## src/rtl/piso_pkg.sv

```systemverilog
// Shared definitions for the PISO serializer: state encoding and default width.
// The PAR state only exists when PISO_PARITY_EN is defined.
package piso_pkg;

  localparam int PISO_WIDTH_DEF = 4;

  localparam logic [1:0] S_IDLE  = 2'd0;
  localparam logic [1:0] S_SHIFT = 2'd1;
  localparam logic [1:0] S_PAR   = 2'd2;

  typedef enum logic [1:0] {
    ST_IDLE  = S_IDLE,
`ifdef PISO_PARITY_EN
    ST_PAR   = S_PAR,
`endif
    ST_SHIFT = S_SHIFT
  } piso_state_e;

endpackage

```

## src/rtl/piso_bit_counter.sv

```systemverilog
// Bit-position counter for the serializer; flags the final data bit of a word.
module piso_bit_counter
  import piso_pkg::*;
#(
  parameter int WIDTH = PISO_WIDTH_DEF
) (
  input  logic clk,
  input  logic rst,
  input  logic clr,
  input  logic inc,
  output logic last
);

  localparam int CNT_W = $clog2(WIDTH);

  logic [CNT_W-1:0] cnt;

  always_ff @(posedge clk) begin
    if (rst || clr) begin
      cnt <= '0;
    end else if (inc) begin
      cnt <= cnt + CNT_W'(1);
    end
  end

  assign last = (cnt == CNT_W'(WIDTH - 1));

endmodule

```

## src/rtl/piso_serializer.sv

```systemverilog
// Parallel-in/serial-out serializer, MSB first, valid/ready load and ser_en advance.
// Define PISO_PARITY_EN to append an even-parity bit after the data bits.
module piso_serializer
  import piso_pkg::*;
#(
  parameter int WIDTH = PISO_WIDTH_DEF
) (
  input  logic             clk,
  input  logic             rst,
  input  logic [WIDTH-1:0] par_in,
  input  logic             load_valid,
  output logic             load_ready,
  input  logic             ser_en,
  output logic             ser_out,
  output logic             ser_valid,
  output logic             busy,
  output logic             done
);

  piso_state_e      state, state_nxt;
  logic [WIDTH-1:0] sreg;
  logic             accept, advance, finish, last;

`ifdef PISO_PARITY_EN
  logic par;

  function automatic logic even_par(input logic [WIDTH-1:0] d);
    return ^d;
  endfunction

  // Parity is a data register captured with the word; it needs no reset.
  always_ff @(posedge clk) begin
    if (accept) par <= even_par(par_in);
  end
`endif

  always_ff @(posedge clk) begin
    if (rst) state <= ST_IDLE;
    else     state <= state_nxt;
  end

  always_comb begin
    state_nxt = state;
    accept    = 1'b0;
    advance   = 1'b0;
    finish    = 1'b0;
    case (state)
      ST_IDLE: begin
        if (load_valid) begin
          accept    = 1'b1;
          state_nxt = ST_SHIFT;
        end
      end
      ST_SHIFT: begin
        if (ser_en) begin
          advance = 1'b1;
          if (last) begin
`ifdef PISO_PARITY_EN
            state_nxt = ST_PAR;
`else
            state_nxt = ST_IDLE;
            finish    = 1'b1;
`endif
          end
        end
      end
`ifdef PISO_PARITY_EN
      ST_PAR: begin
        if (ser_en) begin
          state_nxt = ST_IDLE;
          finish    = 1'b1;
        end
      end
`endif
      default: state_nxt = ST_IDLE;
    endcase
  end

  // Counter stops on the last bit instead of wrapping back to zero.
  piso_bit_counter #(.WIDTH(WIDTH)) u_cnt (
    .clk  (clk),
    .rst  (rst),
    .clr  (accept),
    .inc  (advance && !last),
    .last (last)
  );

  always_ff @(posedge clk) begin
    if (rst) begin
      sreg       <= '0;
      load_ready <= 1'b1;
      ser_out    <= 1'b0;
      ser_valid  <= 1'b0;
      busy       <= 1'b0;
      done       <= 1'b0;
    end else begin
      done <= finish;
      if (accept) begin
        sreg       <= par_in;
        load_ready <= 1'b0;
        busy       <= 1'b1;
        ser_valid  <= 1'b1;
        ser_out    <= par_in[WIDTH-1];
      end else if (advance) begin
        sreg <= {sreg[WIDTH-2:0], 1'b0};
        if (!last) begin
          ser_out <= sreg[WIDTH-2];
        end
`ifdef PISO_PARITY_EN
        else begin
          ser_out <= par;
        end
`endif
      end
      // Word complete: later assignment overrides the shift update above.
      if (finish) begin
        load_ready <= 1'b1;
        busy       <= 1'b0;
        ser_valid  <= 1'b0;
        ser_out    <= 1'b0;
      end
    end
  end

endmodule

```

## config.mk

```make
export PLATFORM = sky130hd
export DESIGN_NAME = piso_serializer
export DESIGN_NICKNAME = d
export VERILOG_FILES = /design/src/rtl/piso_pkg.sv /design/src/rtl/piso_bit_counter.sv /design/src/rtl/piso_serializer.sv
export SDC_FILE = /design/constraint.sdc
export NUM_CORES = 1
export LEC_CHECK = 0
export CAP_MARGIN = 15
export CORE_UTILIZATION = 30
export CTS_BUF_LIST = sky130_fd_sc_hd__clkbuf_4
export DETAILED_ROUTE_END_ITERATION = 6
export GPL_ROUTABILITY_DRIVEN = 0
export PLACE_DENSITY_LB_ADDON = 0.12
export SLEW_MARGIN = 5
export SYNTH_ARGS = -nofsm -noshare
export SYNTH_HDL_FRONTEND = slang
export SYNTH_HIERARCHICAL = 1
export SYNTH_SLANG_ARGS = --single-unit
export TNS_END_PERCENT = 30
```

## constraint.sdc

```tcl
create_clock -name clk -period 2.5 [get_ports clk]
set_input_delay 0.5 -clock clk [delete_from_list [all_inputs] [get_ports clk]]
set_output_delay 0.5 -clock clk [all_outputs]
set_load 0.02 [all_outputs]
```

==> impl_metrics.py, run 1 <==
# Generated from Yosys and OpenROAD reports
metrics = {
    "final_layout": {
        "buffers_excl_clock": 12,
        "seq_area_um2": 200.2,
        "ff_count": 10,
        "inverters_excl_clock": 1,
        "seq_area_frac": 0.3596,
        "drive_above_1_share": 0.1455,
        "clk_share": 0.04719,
        "nFillCells": 116,
        "dominant_cells": "sequential cells",
        "syn2layout_area_growth_pct": 35.26,
        "logic_gates": 28,
        "buf_share": 0.2157,
        "comb_share": 0.3393,
        "finalInstanceArea_um2": 556.8,
        "nets": 65,
        "finalNonFillerCells": 69,
        "combGateArea_um2": 188.9,
        "diodes": 0,
        "nClkBuffers": 3,
    },
    "synth": {
        "ys_sh_xor": 0.02128,
        "synth-adder-area-share": 0.03040,
        "flop_cell": "dfxtp_1",
        "syn_avg_cell_area_um2": 10.04,
        "yosys_warnings": 6,
        "synth_seq_share": 0.4863,
        "ys.flops": 10,
        "edf_count": 0,
        "fp_nets": 50,
        "ys_top_cells_by_area": "dfxtp_1 (49%), nor3_2 (4.9%), nand2_1 (4.6%), nand3_1 (3.6%), a311oi_2 (3.6%)",
        "ys_area_um2": 411.6,
        "aoi_share": 0.1733,
        "top_cell": "dfxtp_1",
        "yosys_cells": 41,
        "async_flop_share": 0,
        "mux_area_frac": 0.02432,
        "top_cells_by_count": "dfxtp_1 (10), nand2_1 (5), nand3_1 (3)",
        "synth_area_um2": 411.6,
        "postSynthCellCount": 41,
        "yosys.cell_types.count": 21,
        "largest_area_cell": "dfxtp_1",
        "yosysTopAreaCellShare": 0.4863,
        "simple_gate_share": 0.2097,
        "synth.logic.top_family": "simple AND/OR/NAND/NOR gates",
    },
    "floorplanning": {
        "taps": 14,
        "chip_area_mm2": 0.001524,
        "ios": 13,
        "rows": 12,
    },
    "global_route": {
        "grt_pass1_wl_mm": 1.345,
        "first_global_vias": 343,
        "antenna_found_initial": 0,
        "grt_usage": 0.1430,
        "grt_max_degree": 9,
        "grt_overflow": 0,
    },
    "route": {
        "wl_per_cell_um": 11.84,
        "drtIter0Drc": 7,
        "routed_via_density": 5.043,
        "antenna_left": 0,
        "drc": 0,
        "first_pass_iters": 4,
    },
    "clock_network": {
        "root_buffer": "clkbuf_4",
        "cts_buffer_depth": 2,
        "postCtsSetupBuffers": 0,
        "htreeDepth": 1,
        "cts_tree": "built",
        "path_clk_slew_ns": 0.07,
        "clkSinkCount": 10,
        "cts_resized": 0,
        "cts_buffers": 3,
        "clock_latency_ns": 0.27,
        "ctsHoldBuffers": 0,
    },
    "sta": {
        "slew_headroom": 0.7583,
        "worst_hold_slack_ns": 0.4656,
        "setup_viol": 0,
        "rsz0062_at_grt": "no",
        "timing.setup.tns_ns": 0,
        "report.final.slew_viol_count": 0,
        "hold_viol_final": 0,
        "post-route-period-util": 0.7015,
        "fin_skew_ns": 0.0006012,
        "min_period_ns": 1.754,
        "worst_slack_ns": 0.7461,
        "worst_pin_slew_ns": 0.3608,
        "max_freq_ghz": 0.5702,
    },
    "power_and_ir_drop": {
        "switching_share": 0.2631,
        "leakage_nw": 0.2056,
        "intPower_mw": 0.2539,
        "maxPowerGroup": "registers",
        "power.density_mw_per_mm2": 618.7,
        "total_power_mw": 0.3445,
        "comb-power_mw": 0.0537,
        "seq_power_share": 0.508,
        "pwr-share-clk": 0.336,
        "powerClk_mw": 0.116,
        "pwr-share-comb": 0.156,
        "netSwitchingPower_mw": 0.09064,
    },
    "placement": {
        "place_hpwl_um": 620.5,
        "place_area_um2": 530.5,
        "dp_cells": 65,
        "pre_cts_ws_ns": 0.6196,
        "port_buffers": 12,
    },
    "worst_setup_path": {
        "worst-path-buf-inv": 1,
        "critical_path_depth": 1,
        "worstPathMaxFanout": 3,
        "crit_family": "buffers and inverters",
        "crit_slowest_cell": "clkdlybuf4s50_1",
        "crit_end": "busy",
        "cp_cell_sequence": "clkdlybuf4s50_1",
        "reg2reg_depth": 4,
        "regToRegEndpoint": "ser_out",
        "cp_slowest_stage_delay_ns": 0.63,
        "crit_arrival_ns": 1.25,
        "cp.required_ns": 2.00,
        "crit_path_end_kind": "primary output",
        "worstSetupPathType": "reg -> out",
        "cp-start-kind": "register",
        "reg2reg_setup_slack_ns": 1.20,
        "critPathLaunch": "busy",
        "rr_startpoint": "u_cnt/cnt[0]",
    },
    "job": {
        "drv_cap": 0,
        "warnings": 26,
    },
    "worst_hold_path": {
        "hold_depth": 2,
        "min_to": "load_ready",
        "hold_class": "reg -> reg",
        "min-delay-start": "load_ready",
    },
    "status": {
        "outcome": "completed",
    },
}
==> run 1: flip-flops by register name, indices dropped and copies added, names as in the netlist <==
name and cells:
sreg 3, u_cnt/cnt 2, busy 1, done 1
load_ready 1, ser_out 1, state 1
==> run 1: metal layers <==
layer,share of wire,up-vias,track usage
li1,-,176,-
met5,0,-,0
met3,0.073,4,0.06936
met2,0.45,12,0.2333
met4,0.023,0,0.1034
met1,0.45,156,0.1379
==> run 1: cells in the final DEF (no fill, tap or decap), types with 2 or more instances in the layout <==
cell,n
a21oi_1,2
a31oi_1,2
clkbuf_4,3
clkdlybuf4s50_1,12
dfxtp_1,10
nand2_1,5
nand3_1,3
nor3_2,2
o21a_1,2
o21ai_0,2
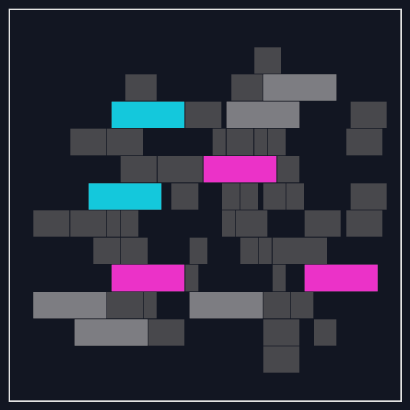
run_1/registers.png
Scale: 10 px per um.
| colour | name in the netlist | flops |
|---|---|---|
| cyan | `u_cnt/cnt` | 2 |
| magenta | `sreg` | 3 |
not coloured: 5
Seq power: 0.175 mW
final core utilization: 0.4694

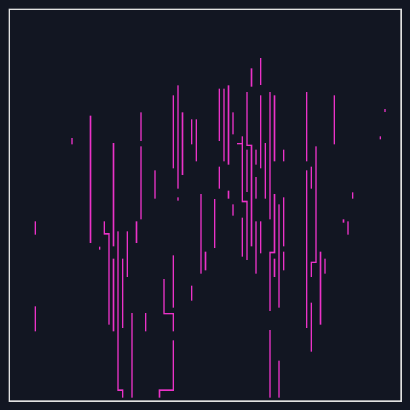
run_1/met2.png
Scale: 10 px per um.
main direction: vertical
longest straight run: 15.8 um
share of all routed wire: 45%
via count: 348
met2 GRT Util: 0.2333
final WL: 817 um

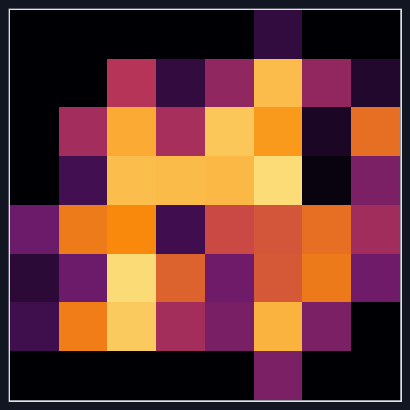
run_1/density.png
Scale: 10 px per um. The die is cut into 8 by 8 equal tiles; black is low, pale yellow is high, 0 to 100% covered.
nearly empty tiles: 30%
emptiest ninth of the die: north-west
tiles over 75% full: 17%
densest ninth of the die: centre
mean over tiles: 35%
fullest tile: 92%
Core Util at FP: 0.3470
core area: 0.001186 mm2

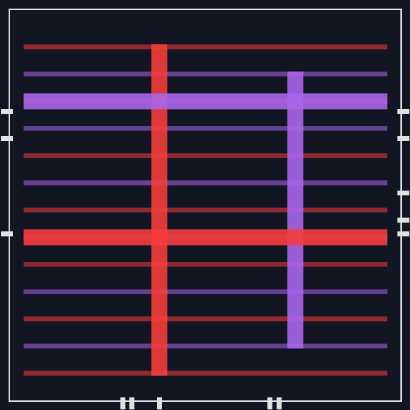
run_1/pdn.png
Scale: 10 px per um. Pins as bars on the die edge.
| colour | net |
|---|---|
| purple | VDD |
| red | VSS |
signal pins: 13
met1 rails: 13
die y size: 39.04 um
Peak VDD IR: 257.9 uV
Die Span X: 39.04 um

==> run 2, diff against run 1 <==
clock period = 1.48 ns   (was 2.5 ns; I/O delays follow)
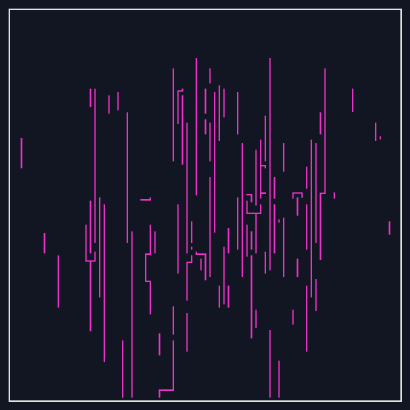
run_2/met2.png
Scale: 10 px per um.
nets with wire on the layer: 60
share of all routed wire: 48%
longest straight run: 21.1 um
met2 GRT Util: 0.2375
via count: 372
final WL: 928 um

==> run 2 against run 1 <==
Effect of this change: sequential share of layout area is 2.1 points lower; critical endpoint is now ser_valid; worst setup slack worse by 0.51 ns; first-iteration DRC count shrank 29%.
==> impl_metrics.py, run 2 <==
# Generated from Yosys and OpenROAD reports
metrics = {
    "worst_setup_path": {
        "reg2reg_depth": 4,
        "critical_path_depth": 1,
        "crit_slowest_cell": "dlygate4sd2_1",
        "worst-path-buf-inv": 1,
        "crit_arrival_ns": 0.95,
        "cp-start-kind": "register",
        "cp_slowest_stage_delay_ns": 0.35,
        "crit_path_end_kind": "primary output",
        "rr_startpoint": "state[0]",
        "crit_end": "ser_valid",
        "worstSetupPathType": "reg -> out",
    },
    "final_layout": {
        "buffers_excl_clock": 17,
        "drive_above_1_share": 0.2167,
        "nets": 70,
        "top_regs": "sreg x3, u_cnt/cnt x2",
        "ff_count": 10,
        "largest_reg_flops": 3,
        "diodes": 0,
        "logic_gates": 28,
        "regMostFlops": "sreg",
        "combGateArea_um2": 188.9,
        "utilization": 0.4989,
        "lay_top_count": "dfxtp_1",
        "syn2layout_area_growth_pct": 43.77,
        "seq_area_um2": 200.2,
    },
    "job": {
        "warnings": 26,
    },
    "worst_hold_path": {
        "hold_depth": 2,
        "hold_class": "reg -> reg",
    },
    "status": {
        "outcome": "completed",
    },
    "power_and_ir_drop": {
        "powerClk_mw": 0.191,
        "leakage_nw": 0.2571,
        "powerSeq_mw": 0.295,
        "intPower_mw": 0.4314,
        "ir_drop_uv": 447.7,
        "switching_share": 0.2602,
        "netSwitchingPower_mw": 0.1518,
    },
    "synth": {
        "ys_top_cells_by_area": "dfxtp_1 (49%), nor3_2 (4.9%), nand2_1 (4.6%), nand3_1 (3.6%), a311oi_2 (3.6%)",
        "synth_area_um2": 411.6,
        "largest_area_cell": "dfxtp_1",
        "yosys.cell_types.count": 21,
        "edf_count": 0,
        "flop_cell": "dfxtp_1",
        "ys_area_um2": 411.6,
        "top_cell": "dfxtp_1",
        "syn_avg_cell_area_um2": 10.04,
    },
    "clock_network": {
        "cts_buffer_depth": 2,
        "cts_tree": "built",
        "ctsHoldBuffers": 0,
        "postCtsSetupBuffers": 0,
        "path_clk_slew_ns": 0.06,
    },
    "route": {
        "wl_per_cell_um": 12.54,
        "dr_wl_met3_um": 44,
        "drc": 0,
        "routed.top_layer": "met4",
    },
    "sta": {
        "slew_headroom": 0.8469,
        "fin_skew_ns": 0.003029,
        "rsz0062_at_grt": "no",
        "min_period_ns": 1.245,
        "worst_pin_slew_ns": 0.2293,
        "max_freq_ghz": 0.8033,
        "setup_viol": 0,
        "worst_hold_slack_ns": 0.4713,
        "post-route-period-util": 0.8411,
    },
    "floorplanning": {
        "initCoreUtil": 0.3470,
        "taps": 14,
        "chip_area_mm2": 0.001524,
        "fp.dieW_um": 39.04,
        "core_mm2": 0.001186,
    },
    "global_route": {
        "met1_usage": 0.1533,
        "antenna_found_initial": 0,
        "first_global_vias": 338,
        "top_usage_layer": "met2",
        "grtUsageMet3": 0.05780,
    },
    "placement": {
        "port_buffers": 12,
        "dp_cells": 70,
    },
}
-- run 2: stage by stage --
step                total power, mW  worst slack, ns
floorplan                    0.3508           0.3779
global placement             0.4012          0.04760
detailed placement           0.4049          0.02537
CTS                          0.5905          0.01497
global route                 0.6119           0.1935
finish                       0.5832           0.2352
-- run 2: kinds of logic (layout without fill, tap and decap cells) --
group | Yosys count | in the layout | synth area share
AOI/OAI and AO/OA | 10 | 10 | 0.1732
and+or+nand+nor | 15 | 15 | 0.2097
buffers and inverters | 3 | 22 | 0.05471
DFF | 10 | 10 | 0.4863
muxes | 1 | 1 | 0.02432
xor gates and xnor gates | 1 | 1 | 0.02128
adders and majority gates | 1 | 1 | 0.03039
==> run 3, diff against run 2 <==
clock period = 1.15 ns   (was 1.48 ns; I/O delays follow)
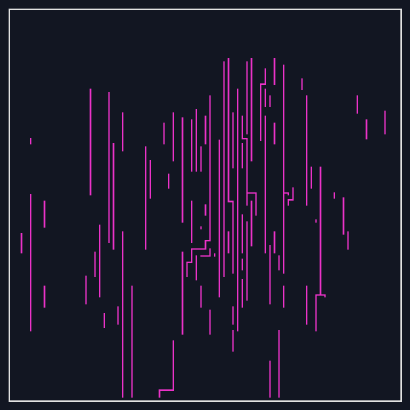
run_3/met2.png
Scale: 10 px per um.
nets with wire on the layer: 61
share of all routed wire: 49%
longest straight run: 24.1 um
wire length on this layer: 468 um
main direction: vertical
via count: 373
met2 GRT Util: 0.2708
final WL: 958 um

==> run 3 against run 2 <==
Effect of this change: utilization increased by 4.1 points; cell area increased by 8.2%; non-clock buffer count is 3 higher; power rose by 31%; critical endpoint is now load_ready; combinational power is 53% higher; via count rose by 0.27%; cell count increased by 2.7%; clock power grew 24%; die area did not move; sequential cell count unchanged; largest power group unchanged; wire length is 3.2% higher; clock skew up 0.0064 ns.
==> impl_metrics.py, run 3 <==
# Generated from Yosys and OpenROAD reports
metrics = {
    "worst_setup_path": {
        "crit_family": "flip-flops",
        "crit_slowest_cell": "dfxtp_1",
        "cp-start-kind": "register",
        "cp_slowest_stage_delay_ns": 0.32,
        "crit_arrival_ns": 0.88,
        "crit_path_end_kind": "primary output",
    },
    "power_and_ir_drop": {
        "total_power_mw": 0.7637,
        "ir_drop_uv": 646.8,
        "power.density_mw_per_mm2": 1192,
    },
    "final_layout": {
        "ff_count": 10,
        "lay_top_count": "dfxtp_1",
        "logic_gates": 28,
        "buf_share": 0.2773,
        "seq_area_frac": 0.3125,
        "top_regs": "sreg x3, u_cnt/cnt x2",
        "comb_share": 0.3418,
        "nets": 73,
        "syn2layout_area_growth_pct": 55.62,
        "diodes": 0,
        "drive_above_1_share": 0.3871,
        "finalInstanceArea_um2": 640.6,
        "regMostFlops": "sreg",
        "nFillCells": 113,
        "nClkBuffers": 3,
        "clk_share": 0.03516,
    },
    "synth": {
        "simple_gate_share": 0.2097,
        "yosys_warnings": 6,
        "yosysTopAreaCellShare": 0.4863,
        "ys.flops": 10,
        "mux_area_frac": 0.02432,
        "top_cell": "dfxtp_1",
        "fp_nets": 50,
        "ys_top_cells_by_area": "dfxtp_1 (49%), nor3_2 (4.9%), nand2_1 (4.6%), nand3_1 (3.6%), a311oi_2 (3.6%)",
        "ys_area_um2": 411.6,
        "synth_area_um2": 411.6,
        "edf_count": 0,
        "async_flop_share": 0,
        "syn_avg_cell_area_um2": 10.04,
        "largest_area_cell": "dfxtp_1",
        "synth-adder-area-share": 0.03040,
        "top_cells_by_count": "dfxtp_1 (10), nand2_1 (5), nand3_1 (3)",
        "aoi_share": 0.1733,
    },
    "status": {
        "outcome": "completed",
    },
    "sta": {
        "fin_skew_ns": 0.009397,
        "worst_pin_slew_ns": 0.1842,
        "worst_hold_slack_ns": 0.4418,
        "post-route-period-util": 0.9645,
        "report.final.slew_viol_count": 0,
        "slew_headroom": 0.8737,
        "rsz0062_at_grt": "yes",
        "max_freq_ghz": 0.9016,
        "min_period_ns": 1.109,
        "timing.setup.tns_ns": 0,
        "hold_viol_final": 0,
    },
    "floorplanning": {
        "taps": 14,
        "fp.dieW_um": 39.04,
        "core_mm2": 0.001186,
        "ios": 13,
    },
    "worst_hold_path": {
        "hold_class": "reg -> reg",
    },
    "job": {
        "warnings": 28,
    },
    "global_route": {
        "grt_max_degree": 7,
        "top_usage_layer": "met2",
        "met1_usage": 0.1597,
        "grt_usage": 0.1649,
        "first_global_vias": 377,
    },
    "clock_network": {
        "cts_buffers": 3,
        "cts_tree": "built",
        "htreeDepth": 1,
        "ctsHoldBuffers": 0,
        "postCtsSetupBuffers": 0,
        "clock_latency_ns": 0.27,
        "path_clk_slew_ns": 0.05,
    },
    "placement": {
        "place_hpwl_um": 715.5,
        "dp_cells": 73,
    },
    "route": {
        "drtIter0Drc": 6,
        "wl_per_cell_um": 12.61,
        "routed_via_density": 4.908,
        "routed.top_layer": "met4",
        "wirelength_met1_um": 405,
    },
}
## run 3: cell count changes in the layout (fill, tap and decap cells not counted), moves of 2 or more
cell,previous run,this run
buf_4,5,8
clkdlybuf4s15_2,0,2
dlygate4sd2_1,4,0
clkdlybuf4s15_1,0,2
## run 3: worst min-delay path: stages (launching register included)
cell	delay [ns]
dfxtp_1	0.30
nand2_1	0.05
nand2_1	0.05
## run 3: report_power, final
group          internal, mW  leakage (nW)  switching (mW)
Combinational        0.0778         0.148          0.0711
Sequential            0.367        0.0823          0.0112
Clock                 0.121        0.0138           0.116
Total                 0.565         0.244           0.198
## run 3: path summary, 6_finish.rpt
check / start / end / cells past startpoint
max: load_ready / load_ready / 1
min: load_ready / load_ready / 2
max reg2reg: u_cnt/cnt[0] / u_cnt/cnt[1] / 4
min reg2reg: load_ready / load_ready / 2
Power is estimated from default activity; no workload was simulated.
